Fig. 1: run 1, floorplan with the power grid
Scale: 6 px per um. Pins as bars on the die edge.
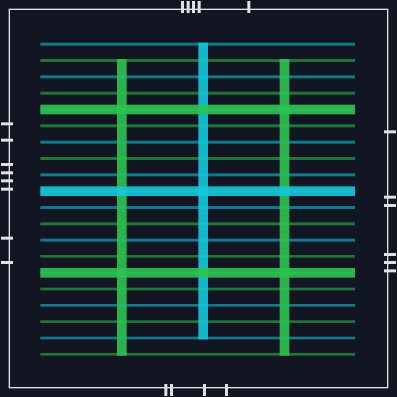
Fig. 2: run 1, cells colored by class
Scale: 4 px per um. Fill, decap, tap and diode cells in gray.
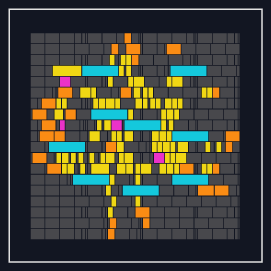
Fig. 3: run 1, clock distribution
Scale: 10 px per um.
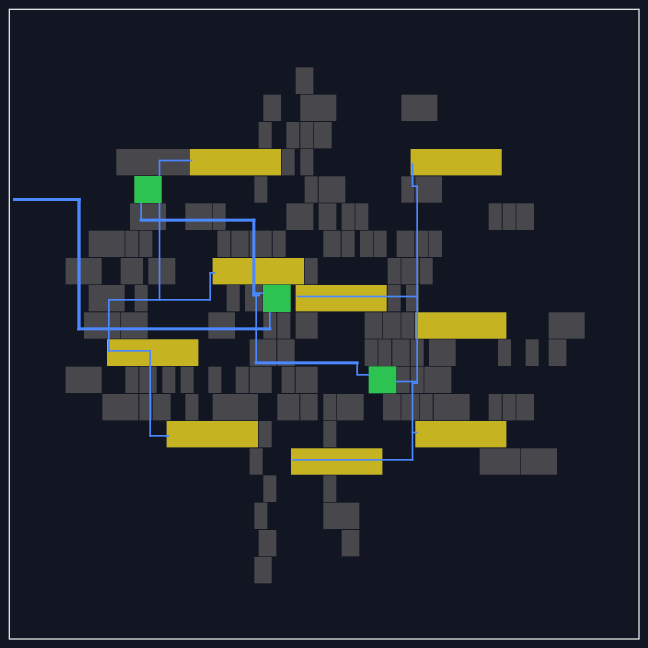
## config.mk

```make
export PLATFORM = sky130hd
export DESIGN_NAME = pc_flat
export DESIGN_NICKNAME = d
export VERILOG_FILES = /design/src/rtl/pc_if.sv /design/src/rtl/pc.sv /design/src/flat_wrapper.sv
export SDC_FILE = /design/constraint.sdc
export NUM_CORES = 1
export LEC_CHECK = 0
export ABC_AREA = 1
export ABC_CLOCK_PERIOD_IN_PS = 1600
export CORE_MARGIN = 5
export CORE_UTILIZATION = 23
export CTS_CLUSTER_DIAMETER = 30
export DETAILED_ROUTE_END_ITERATION = 8
export MAX_ROUTING_LAYER = met4
export SLEW_MARGIN = 40
export SYNTH_ARGS = -nofsm -noshare
export SYNTH_HDL_FRONTEND = slang
export SYNTH_SLANG_ARGS = --single-unit
```

## constraint.sdc

```tcl
create_clock -name clk -period 1.6 [get_ports clk]
set_input_delay 0.32 -clock clk [delete_from_list [all_inputs] [get_ports clk]]
set_output_delay 0.32 -clock clk [all_outputs]
set_load 0.02 [all_outputs]
```

## src/rtl/pc_if.sv

```systemverilog
// pc_if: control and data bus of the program counter
interface pc_if #(
    parameter int WIDTH = 9
);
    logic             inc;
    logic             write;
    logic             read;
    logic [WIDTH-1:0] din;
    logic [WIDTH-1:0] dout;

    modport master (output inc, output write, output read, output din, input dout);
    modport slave  (input inc, input write, input read, input din, output dout);
endinterface

```

## src/rtl/pc.sv

```systemverilog
// pc: program counter with step increment, bus load and read-gated output
module pc #(
    parameter int               WIDTH     = 9,
    parameter int               STEP      = 1,
    parameter logic [WIDTH-1:0] RESET_VAL = '0
) (
    input logic  clk,
    input logic  rst,
    pc_if.slave  bus
);
    logic [WIDTH-1:0] count;

    // load beats increment; reset clears immediately, independent of clk
    always_ff @(posedge clk or posedge rst) begin
        if (rst)
            count <= RESET_VAL;
        else if (bus.write)
            count <= bus.din;
        else if (bus.inc)
            count <= count + WIDTH'(STEP);
    end

    // zero when not read so several sources can be OR-merged onto one bus
    assign bus.dout = bus.read ? count : '0;
endmodule

```

## src/flat_wrapper.sv

```systemverilog
// flat-port wrapper written by rule: the top's interface ports become plain ports
module pc_flat 
#(
    parameter int               WIDTH     = 9,
    parameter int               STEP      = 1,
    parameter logic [WIDTH-1:0] RESET_VAL = '0
)
  (clk, rst, bus_inc, bus_write, bus_read, bus_din, bus_dout);
  pc_if #(.WIDTH(WIDTH)) bus_i ();
  input logic clk;
  input logic rst;
  input wire logic [$bits(bus_i.inc)-1:0] bus_inc;
  input wire logic [$bits(bus_i.write)-1:0] bus_write;
  input wire logic [$bits(bus_i.read)-1:0] bus_read;
  input wire logic [$bits(bus_i.din)-1:0] bus_din;
  output wire logic [$bits(bus_i.dout)-1:0] bus_dout;
  assign bus_i.inc = bus_inc;
  assign bus_i.write = bus_write;
  assign bus_i.read = bus_read;
  assign bus_i.din = bus_din;
  assign bus_dout = bus_i.dout;
  pc #(.WIDTH(WIDTH), .STEP(STEP), .RESET_VAL(RESET_VAL)) u_core (.clk(clk), .rst(rst), .bus(bus_i));
endmodule
```

==> impl_metrics.yaml, run 1 <==
# generated from flow reports
outcome:
  status: "finished clean"
cts:
  clockRootBuffer: "clkbuf_4"
  postCtsSetupRepairBufs: 0
  hold_buffers: 0
  cts_resized: 37
  insertion_delay_ns: 0.27
global_routing:
  grt_pass1_vias: 667
  grt_antenna_before_repair: 0
  use_met3_pct: 4.50
  grt-busiest-layer: "met2"
  grt_pass1_wl_um: 2880
synth:
  synth_nets: 112
  synth_adder_area_share_pct: 1.95
  ys.flop_type: "dfrtp_1"
  async_flop_share_pct: 100
  ys_seq_share_pct: 35.1
  yosys.area_share.aoi_pct: 8.97
  ys_types: 15
  ys_warn_count: 0
  synthCells: 97
  top_cell: "nand2_1"
  top_cells_by_area: "dfrtp_1 35%, nand2_1 20%, nand3_1 11%, inv_1 11%, a22oi_1 8.2%"
  top_area_share_pct: 35.1
  synth_area_um2: 642
  edf_count: 0
  logic_family: "simple AND/OR/NAND/NOR gates"
  synth_area_per_cell_um2: 6.62
flow_run:
  maxCapViolCount: 0
power_and_ir_drop:
  largestPowerGroup: "sequential cells"
  finalPower_uw: 672
  p_clk_share_pct: 27.7
  powerSeq_uw: 281
  p_seq_share_pct: 41.8
  switching_share_pct: 33.9
  power_switching_uw: 228
  powerComb_uw: 205
  intPower_uw: 444
timing:
  rsz0062_at_grt: "no"
  fmax_ghz: 0.662
  drv_slew: 0
drt:
  top_layer_used: "met4"
  viasPerCell: 4.23
  dr_wl_met3_um: 97
setup_path:
  cp.depth: 5
  r2r_cells: 7
  critical_path.max_stage_delay_ns: 0.47
  cp_slowest_cell: "clkdlybuf4s50_1"
  crit_type: "in -> out"
  cp-end-kind: "primary output"
  cp-endpoint: "bus_dout[2]"
layout:
  fin_cells: 157
  top_regs: "u_core.count: 9 flops"
  nets: 142
  n_all_inverters: 18
  comb_cells: 68
  ff_count: 9
  top_register: "u_core.count"
  nonClkBufAreaFrac_pct: 23.7
  regArea_um2: 225
  layout.cells.most_common: "nand2_1"
  drive_above_1_share_pct: 18.3
  fillers: 305
floorplanning:
  io_pins: 23
  fp-utilization_pct: 23.7
  nWellTaps: 31
  die_w_um: 62.8
placed_design:
  pre_cts_ws_ns: -0.372
  portBuffers: 22
  place_hpwl_um: 1210
hold_path:
  hp-class: "in -> async"
## Picture notes: Fig. 1
| net | color |
|---|---|
| VSS | green |
| VDD | cyan |
met1 rails: 20
met5 straps: 3
signal pins: 23
Vert. Die Dim: 62.8 um
placeable core area: 2710 um2
VDD IR max: 0.425 mV

## Picture notes: Fig. 2
| class | color | cells | share of their area |
|---|---|---|---|
| other buffers and delay cells | orange | 27 | 25% |
| all other logic | yellow | 86 | 47% |
| clock drivers and dummy loads | magenta | 4 | 3.0% |
| flip-flops | cyan | 9 | 26% |
Post-Route Utilization: 33.7%
Final Cell Area: 915 um2
row cnt: 19
flop share of the area: 24.6%

## Picture notes: Fig. 3
[clock wires] blue | length: 193 um
[flip-flops] yellow | count: 9
[cells driving clock nets] green | count: 3
routed clock nets: 4
clock group power: 186 uW
Clock Skew: 0.00459 ns

==> inputs of run 2 (changes only) <==
- SETUP_SLACK_MARGIN: default -> 0.3
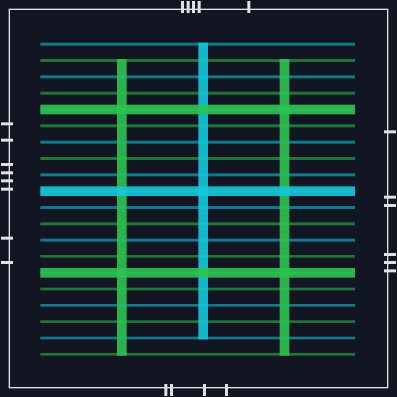
Fig. 4. Floorplan with the power grid (run 2).
Scale: 6 px per um. Pins as bars on the die edge.
| net | color |
|---|---|
| VSS | green |
| VDD | cyan |
signal pins: 23
rows: 19
VDD IR max: 0.435 mV
chip width: 62.8 um

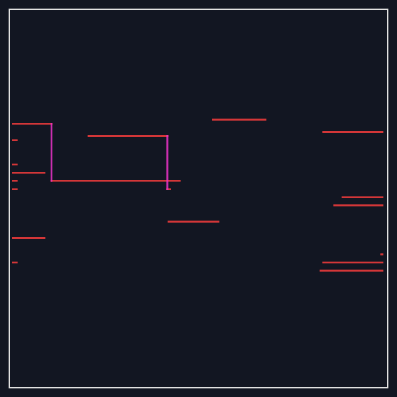
Fig. 5. Signal wires by layer (run 2).
Scale: 6 px per um. Only two layers are drawn.
| layer | color | wire length |
|---|---|---|
| met4 | magenta | 18.4 um |
| met3 | red | 117 um |
GRT Util Overall: 9.76%
WL/cell: 10.8 um
Vias: 701

==> run 2 against run 1 <==
Via count grew 5.6%. Largest power group is now combinational cells. Largest cell class unchanged. Combinational power increased by 34%. Design area rose by 12%. Final cell count is 5.7% higher. Critical path type is now reg -> out. Clock-buffer cell count unchanged. First-iteration DRC count down 43%. Flip-flop count did not move. Setup slack better by 0.25 ns.
==> impl_metrics.yaml, run 2 <==
# generated from flow reports
power_and_ir_drop:
  powerSeq_uw: 271
  clk-power_uw: 188
  finalPower_uw: 734
  power_switching_uw: 245
  intPower_uw: 488
  p_seq_share_pct: 37.0
  switching_share_pct: 33.5
  largestPowerGroup: "combinational cells"
setup_path:
  crit_type: "reg -> out"
  cp.depth: 3
  critical_path.max_stage_delay_ns: 0.42
  r2r_cells: 7
  cp_slowest_cell: "dfrtp_1"
synth:
  synthCells: 97
  edf_count: 0
  top_area_share_pct: 35.1
  top_cell: "nand2_1"
  ys_seq_share_pct: 35.1
  yosys.area_share.aoi_pct: 8.97
layout:
  layout.cells.most_common: "nand2_1"
  post-route-cell-area_um2: 1030
  regArea_um2: 226
  comb_cells: 68
  nonClkBufAreaFrac_pct: 30.8
  nets: 151
global_routing:
  grt_antenna_before_repair: 0
  use_met3_pct: 4.50
  grt_pass1_wl_um: 2900
timing:
  fin_worst_skew_ns: 0.00729
  drv_slew: 0
  fmax_ghz: 0.793
floorplanning:
  fp.coreArea_um2: 2710
  rows: 19
placed_design:
  pre_cts_ws_ns: -0.372
  portBuffers: 22
drt:
  viasPerCell: 4.22
  top_layer_used: "met4"
outcome:
  status: "finished clean"
cts:
  cts_resized: 50
  postCtsSetupRepairBufs: 0
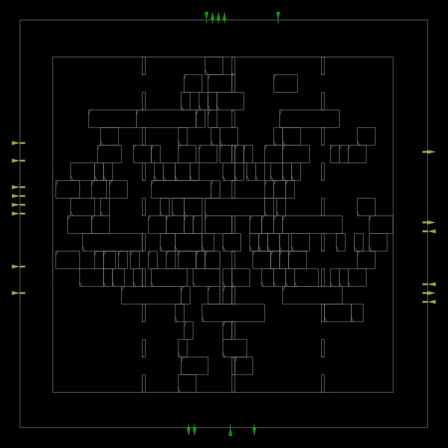
Fig. 6. Placed standard cells (run 2).
Layout Cells excl Fill: 166
flop share of the area: 22.0%
Tap Count: 31
filler instances: 297
Post-Route Utilization: 38.0%

Power and IR drop assume default switching activity.
